### Routing congestion

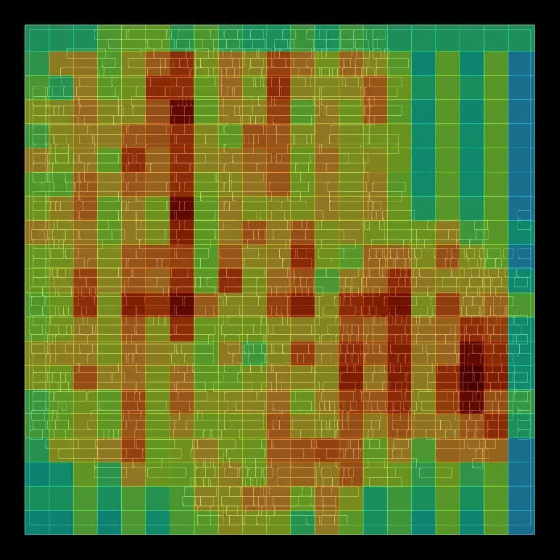
### Signal wires by layer

Two of the layers only.
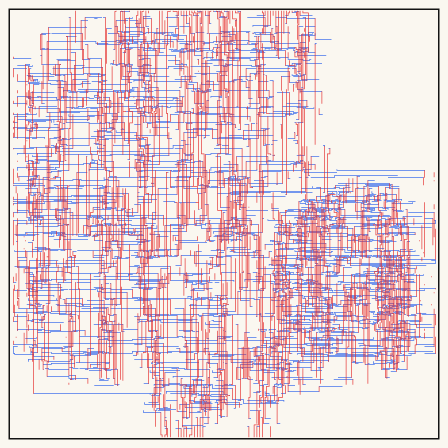
### Zoomed window

Region (97, 24) to (122, 49) um. Cells in grey, sequential cells in the stronger grey; small squares are vias.
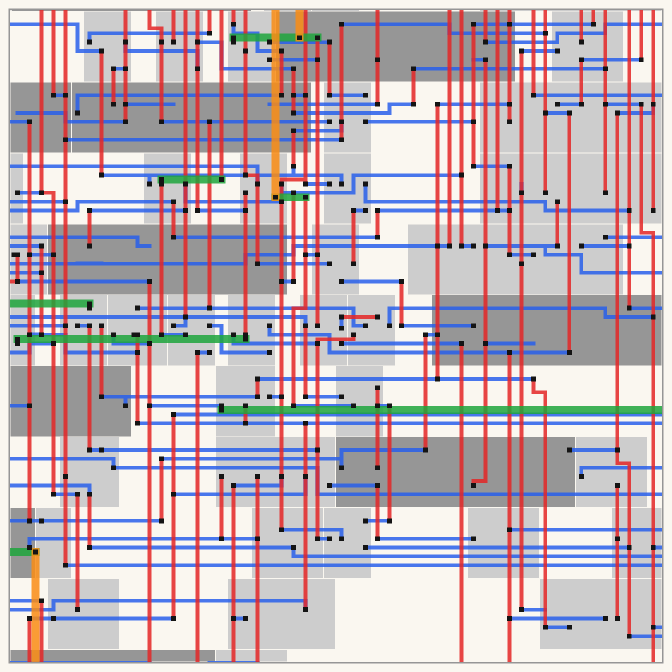
<file path="src/rtl/wb_if.sv">
// wb_if: writeback bundle; slave = writeback_unit (issue/ALU/load/decode in, handshake/write/hazard out), master = its environment
interface wb_if;
  logic        iss_valid;
  logic [4:0]  iss_rd;
  logic        alu_valid;
  logic        alu_ready;
  logic [4:0]  alu_rd;
  logic [31:0] alu_data;
  logic        mem_valid;
  logic        mem_ready;
  logic [4:0]  mem_rd;
  logic [31:0] mem_data;
  logic        we;
  logic [4:0]  write_addr;
  logic [31:0] result;
  logic [4:0]  source_a;
  logic [4:0]  source_b;
  logic        busy_a;
  logic        busy_b;
  logic        fwd_a;
  logic        fwd_b;
  logic [31:0] fwd_data;
  modport slave (
    input  iss_valid, iss_rd, alu_valid, alu_rd, alu_data, mem_valid, mem_rd, mem_data, source_a, source_b,
    output alu_ready, mem_ready, we, write_addr, result, busy_a, busy_b, fwd_a, fwd_b, fwd_data
  );
  modport master (
    output iss_valid, iss_rd, alu_valid, alu_rd, alu_data, mem_valid, mem_rd, mem_data, source_a, source_b,
    input  alu_ready, mem_ready, we, write_addr, result, busy_a, busy_b, fwd_a, fwd_b, fwd_data
  );
endinterface

</file>
<file path="src/rtl/writeback_unit.sv">
// writeback_unit: arbitrates ALU results and FIFO-buffered loads onto the register write port (clk, async clr, wb: issue/ALU/load in, write/scoreboard hazards out)
module writeback_unit #(
  parameter int DEPTH        = 4,
  parameter int STARVE_LIMIT = 8
) (
  input  logic clk,
  input  logic clr,
  wb_if.slave  wb
);
  localparam int AW = $clog2(DEPTH);
  localparam int SW = $clog2(STARVE_LIMIT + 1);
  localparam logic [AW:0]   L_FULL = (AW+1)'(DEPTH);
  localparam logic [SW-1:0] L_LIM  = SW'(STARVE_LIMIT);
  logic [4:0]    r_q_rd   [DEPTH];
  logic [31:0]   r_q_data [DEPTH];
  logic [AW-1:0] r_wptr, r_rptr;
  logic [AW:0]   r_count;
  logic [SW-1:0] r_starve;
  logic          r_we;
  logic [4:0]    r_addr;
  logic [31:0]   r_result;
  logic [31:0]   r_pend;
  logic          w_starve, w_empty, w_alu_win, w_pop, w_push;
  logic [31:0]   w_set, w_clr;
  assign w_starve     = r_starve == L_LIM;
  assign w_empty      = ~|r_count;
  assign wb.alu_ready = !w_starve;
  assign wb.mem_ready = r_count != L_FULL;
  assign w_alu_win    = wb.alu_valid && !w_starve && |wb.alu_rd;
  assign w_pop        = !w_alu_win && !w_empty;
  assign w_push       = wb.mem_valid && wb.mem_ready && |wb.mem_rd;
  assign w_set        = (wb.iss_valid && |wb.iss_rd) ? 32'd1 << wb.iss_rd : '0;
  assign w_clr        = r_we ? 32'd1 << r_addr : '0;
  assign wb.we         = r_we;
  assign wb.write_addr = r_addr;
  assign wb.result     = r_result;
  assign wb.fwd_data   = r_result;
  assign wb.fwd_a      = r_we && r_addr == wb.source_a && |wb.source_a;
  assign wb.fwd_b      = r_we && r_addr == wb.source_b && |wb.source_b;
  assign wb.busy_a     = r_pend[wb.source_a] && !wb.fwd_a;
  assign wb.busy_b     = r_pend[wb.source_b] && !wb.fwd_b;
  always_ff @(posedge clk) begin
    if (w_push) begin
      r_q_rd[r_wptr]   <= wb.mem_rd;
      r_q_data[r_wptr] <= wb.mem_data;
    end
  end
  always_ff @(posedge clk or posedge clr) begin
    if (clr) begin
      r_wptr   <= '0;
      r_rptr   <= '0;
      r_count  <= '0;
      r_starve <= '0;
      r_we     <= 1'b0;
      r_addr   <= '0;
      r_result <= '0;
      r_pend   <= '0;
    end else begin
      r_count  <= r_count + (AW+1)'(w_push) - (AW+1)'(w_pop);
      r_wptr   <= w_push ? r_wptr + AW'(1) : r_wptr;
      r_rptr   <= w_pop ? r_rptr + AW'(1) : r_rptr;
      r_starve <= w_pop ? '0 : (!w_empty && !w_starve) ? r_starve + SW'(1) : r_starve;
      r_we     <= w_alu_win || w_pop;
      r_addr   <= w_alu_win ? wb.alu_rd : w_pop ? r_q_rd[r_rptr] : r_addr;
      r_result <= w_alu_win ? wb.alu_data : w_pop ? r_q_data[r_rptr] : r_result;
      // set after clear so a same-edge reissue of the committing register stays pending
      r_pend   <= ((r_pend & ~w_clr) | w_set) & ~32'd1;
    end
  end
endmodule
</file>
<file path="src/flat_wrapper.sv">
// flat-port wrapper written by rule: the top's interface ports become plain ports
module writeback_unit_flat 
#(
  parameter int DEPTH        = 4,
  parameter int STARVE_LIMIT = 8
)
  (clk, clr, wb_iss_valid, wb_iss_rd, wb_alu_valid, wb_alu_rd, wb_alu_data, wb_mem_valid, wb_mem_rd, wb_mem_data, wb_source_a, wb_source_b, wb_alu_ready, wb_mem_ready, wb_we, wb_write_addr, wb_result, wb_busy_a, wb_busy_b, wb_fwd_a, wb_fwd_b, wb_fwd_data);
  wb_if wb_i ();
  input  logic clk;
  input  logic clr;
  input wire logic [$bits(wb_i.iss_valid)-1:0] wb_iss_valid;
  input wire logic [$bits(wb_i.iss_rd)-1:0] wb_iss_rd;
  input wire logic [$bits(wb_i.alu_valid)-1:0] wb_alu_valid;
  input wire logic [$bits(wb_i.alu_rd)-1:0] wb_alu_rd;
  input wire logic [$bits(wb_i.alu_data)-1:0] wb_alu_data;
  input wire logic [$bits(wb_i.mem_valid)-1:0] wb_mem_valid;
  input wire logic [$bits(wb_i.mem_rd)-1:0] wb_mem_rd;
  input wire logic [$bits(wb_i.mem_data)-1:0] wb_mem_data;
  input wire logic [$bits(wb_i.source_a)-1:0] wb_source_a;
  input wire logic [$bits(wb_i.source_b)-1:0] wb_source_b;
  output wire logic [$bits(wb_i.alu_ready)-1:0] wb_alu_ready;
  output wire logic [$bits(wb_i.mem_ready)-1:0] wb_mem_ready;
  output wire logic [$bits(wb_i.we)-1:0] wb_we;
  output wire logic [$bits(wb_i.write_addr)-1:0] wb_write_addr;
  output wire logic [$bits(wb_i.result)-1:0] wb_result;
  output wire logic [$bits(wb_i.busy_a)-1:0] wb_busy_a;
  output wire logic [$bits(wb_i.busy_b)-1:0] wb_busy_b;
  output wire logic [$bits(wb_i.fwd_a)-1:0] wb_fwd_a;
  output wire logic [$bits(wb_i.fwd_b)-1:0] wb_fwd_b;
  output wire logic [$bits(wb_i.fwd_data)-1:0] wb_fwd_data;
  assign wb_i.iss_valid = wb_iss_valid;
  assign wb_i.iss_rd = wb_iss_rd;
  assign wb_i.alu_valid = wb_alu_valid;
  assign wb_i.alu_rd = wb_alu_rd;
  assign wb_i.alu_data = wb_alu_data;
  assign wb_i.mem_valid = wb_mem_valid;
  assign wb_i.mem_rd = wb_mem_rd;
  assign wb_i.mem_data = wb_mem_data;
  assign wb_i.source_a = wb_source_a;
  assign wb_i.source_b = wb_source_b;
  assign wb_alu_ready = wb_i.alu_ready;
  assign wb_mem_ready = wb_i.mem_ready;
  assign wb_we = wb_i.we;
  assign wb_write_addr = wb_i.write_addr;
  assign wb_result = wb_i.result;
  assign wb_busy_a = wb_i.busy_a;
  assign wb_busy_b = wb_i.busy_b;
  assign wb_fwd_a = wb_i.fwd_a;
  assign wb_fwd_b = wb_i.fwd_b;
  assign wb_fwd_data = wb_i.fwd_data;
  writeback_unit #(.DEPTH(DEPTH), .STARVE_LIMIT(STARVE_LIMIT)) u_core (.clk(clk), .clr(clr), .wb(wb_i));
endmodule
</file>
<file path="config.mk">
export PLATFORM = sky130hd
export DESIGN_NAME = writeback_unit_flat
export DESIGN_NICKNAME = d
export VERILOG_FILES = /design/src/rtl/wb_if.sv /design/src/rtl/writeback_unit.sv /design/src/flat_wrapper.sv
export SDC_FILE = /design/constraint.sdc
export NUM_CORES = 1
export LEC_CHECK = 0
export ABC_CLOCK_PERIOD_IN_PS = 2400
export CAP_MARGIN = 20
export CORE_MARGIN = 1
export CORE_UTILIZATION = 48
export CTS_CLUSTER_SIZE = 40
export DETAILED_ROUTE_END_ITERATION = 10
export GPL_ROUTABILITY_DRIVEN = 0
export PLACE_DENSITY = 0.8
export REMOVE_ABC_BUFFERS = 1
export SLEW_MARGIN = 20
export SYNTH_ARGS = -nofsm -noshare
export SYNTH_HDL_FRONTEND = slang
export SYNTH_SLANG_ARGS = --single-unit
</file>
<file path="constraint.sdc">
create_clock -name clk -period 2.4 [get_ports clk]
set_input_delay 0.36 -clock clk [delete_from_list [all_inputs] [get_ports clk]]
set_output_delay 0.36 -clock clk [all_outputs]
set_load 0.005 [all_outputs]
</file>
==> job_summary.md <==
## PnR job results

| Metric | Value |
|---|---|
| Status | `finished, final reports clean` |
| Final period utilization | `between 90% and 100%` |
| Sw Share | `30.8%` |
| Family with the most delay on the worst path | `simple AND/OR/NAND/NOR gates` |
| Total area of multi-input combinational cells | `3040 um2` |
| Largest buffer count on any clock path | `3` |
| Remaining design rule violation count | `0` |
| Largest driver fanout on the critical path | `3` |
| Number of register bits inferred by synthesis | `~230` |
| Non-clk invs | `7` |
| X dimension of the die | `roughly 150 um` |
| Main kind of combinational logic by area | `multiplexers` |
| Clock latency on the worst-skew pair | `roughly 0.50 ns` |
| Multi-input logic portion of the cell area | `approximately a quarter` |
| Post-cts hold buffer count | `0` |
| Final Worst Setup Slack | `0.0107 ns` |
| Drt initial violations | `~520` |
| Commonest cells in the netlist | `148 x edfxtp_1, 97 x nand2_1, 80 x dfrtp_1` |
| Count of different cell masters after synthesis | `38` |
| Vias after detailed routing | `6654` |
| Count of non-CTS buffers in the layout | `~240` |
| Resized cells post-CTS | `23` |
| Placeable core region | `roughly 20000 um2` |
| Fillers | `~1400` |
| Initial DRT Pass Iterations | `4` |
| Maximum achievable frequency | `419 MHz` |
| Design Power | `about 15 mW` |
| Ys cells | `between 700 and 800` |
| Element type at the critical path start | `flip-flop` |
| Accumulated negative setup slack | `0 ns` |
| Cell Int Power | `10.1 mW` |
| Simple logic cell fraction of the synthesized area | `under 10%` |
| Leading cell type in the layout, fill and taps excluded | `clkdlybuf4s50_1` |
| Number of antenna-violating nets in the routed design | `0` |
| Slowest cell on the critical path | `or4_4` |
Back to the opening pictures, 'Routing congestion':
Final Core Density: 63.7%
most used routing layer in global routing: met2

Back to the opening pictures, 'Signal wires by layer':
| colour | layer | wire length |
|---|---|---|
| blue | M1 | 9220 um |
| red | M2 | 11900 um |

Back to the opening pictures, 'Zoomed window':
| colour | layer |
|---|---|
| green | M3 |
| blue | M1 |
| red | M2 |
| orange | M4 |
most frequent: o21ai_0 (15), buf_4 (6), dfrtp_1 (6)
netlist names of flops here include: u_core.r_pend (6)
sequential cells in the window: 6
cells with their middle in the window: 39

[final timing paths]
path	from	endpoint	slack [ns]	depth (start not counted)
worst min register to register	u_core.r_starve[2]	u_core.r_starve[2]	0.51	1
worst max-delay path	u_core.r_pend[27]	wb_busy_a	0.01	6
max in group asynchronous	clr	u_core.r_count[0]	1.70	3
worst min-delay path	clr	u_core.r_pend[4]	0.18	2
min in group clk	wb_alu_data[17]	u_core.wb.fwd_data[17]	0.44	3
worst max register to register	u_core.r_starve[0]	u_core.r_count[2]	0.29	10
[worst register-to-register path, delay by kind of cell (launching register included)]
kind	cells	cell delay, ns
adders and majority gates	3	0.84
xor gates and xnor gates	1	0.14
AOI/OAI and AO/OA	2	0.19
buffers and inverters	2	0.23
DFF	1	0.38
and+or+nand+nor	2	0.23
[per-stage QoR]
| step | hold WS (ns) | instance area (um2) | std cells | util (%) |
|---|---|---|---|---|
| floorplan | 0.459 | 9470 | 635 | - |
| global placement | 0.503 | 12000 | 1129 | 59.5 |
| detailed placement | 0.517 | 12000 | 1129 | 59.5 |
| CTS | 0.175 | 12800 | 1175 | 63.3 |
| global route | 0.220 | 12900 | 1181 | 63.7 |
| finish | 0.176 | 12900 | 1181 | 63.7 |
[metal layers]
metal	up-vias	share of wire [%]	GRT usage (%)
met5	-	0	0
met4	0	2.4	7.21
met3	43	6.6	3.51
met2	292	51	38.6
met1	3328	40	29.0
li1	2991	-	-
[power groups by stage]
stage          registers, mW  logic (mW)  clock network [mW]
2_1_floorplan           6.19        2.41                   0
3_3_place_gp            6.05        4.95                   0
3_5_place_dp            6.12        5.08                   0
4_1_cts                 6.07        5.12                3.48
5_1_grt                 6.19        5.56                3.64
6_report                6.09        5.09                3.43
Power and IR drop assume default switching activity.
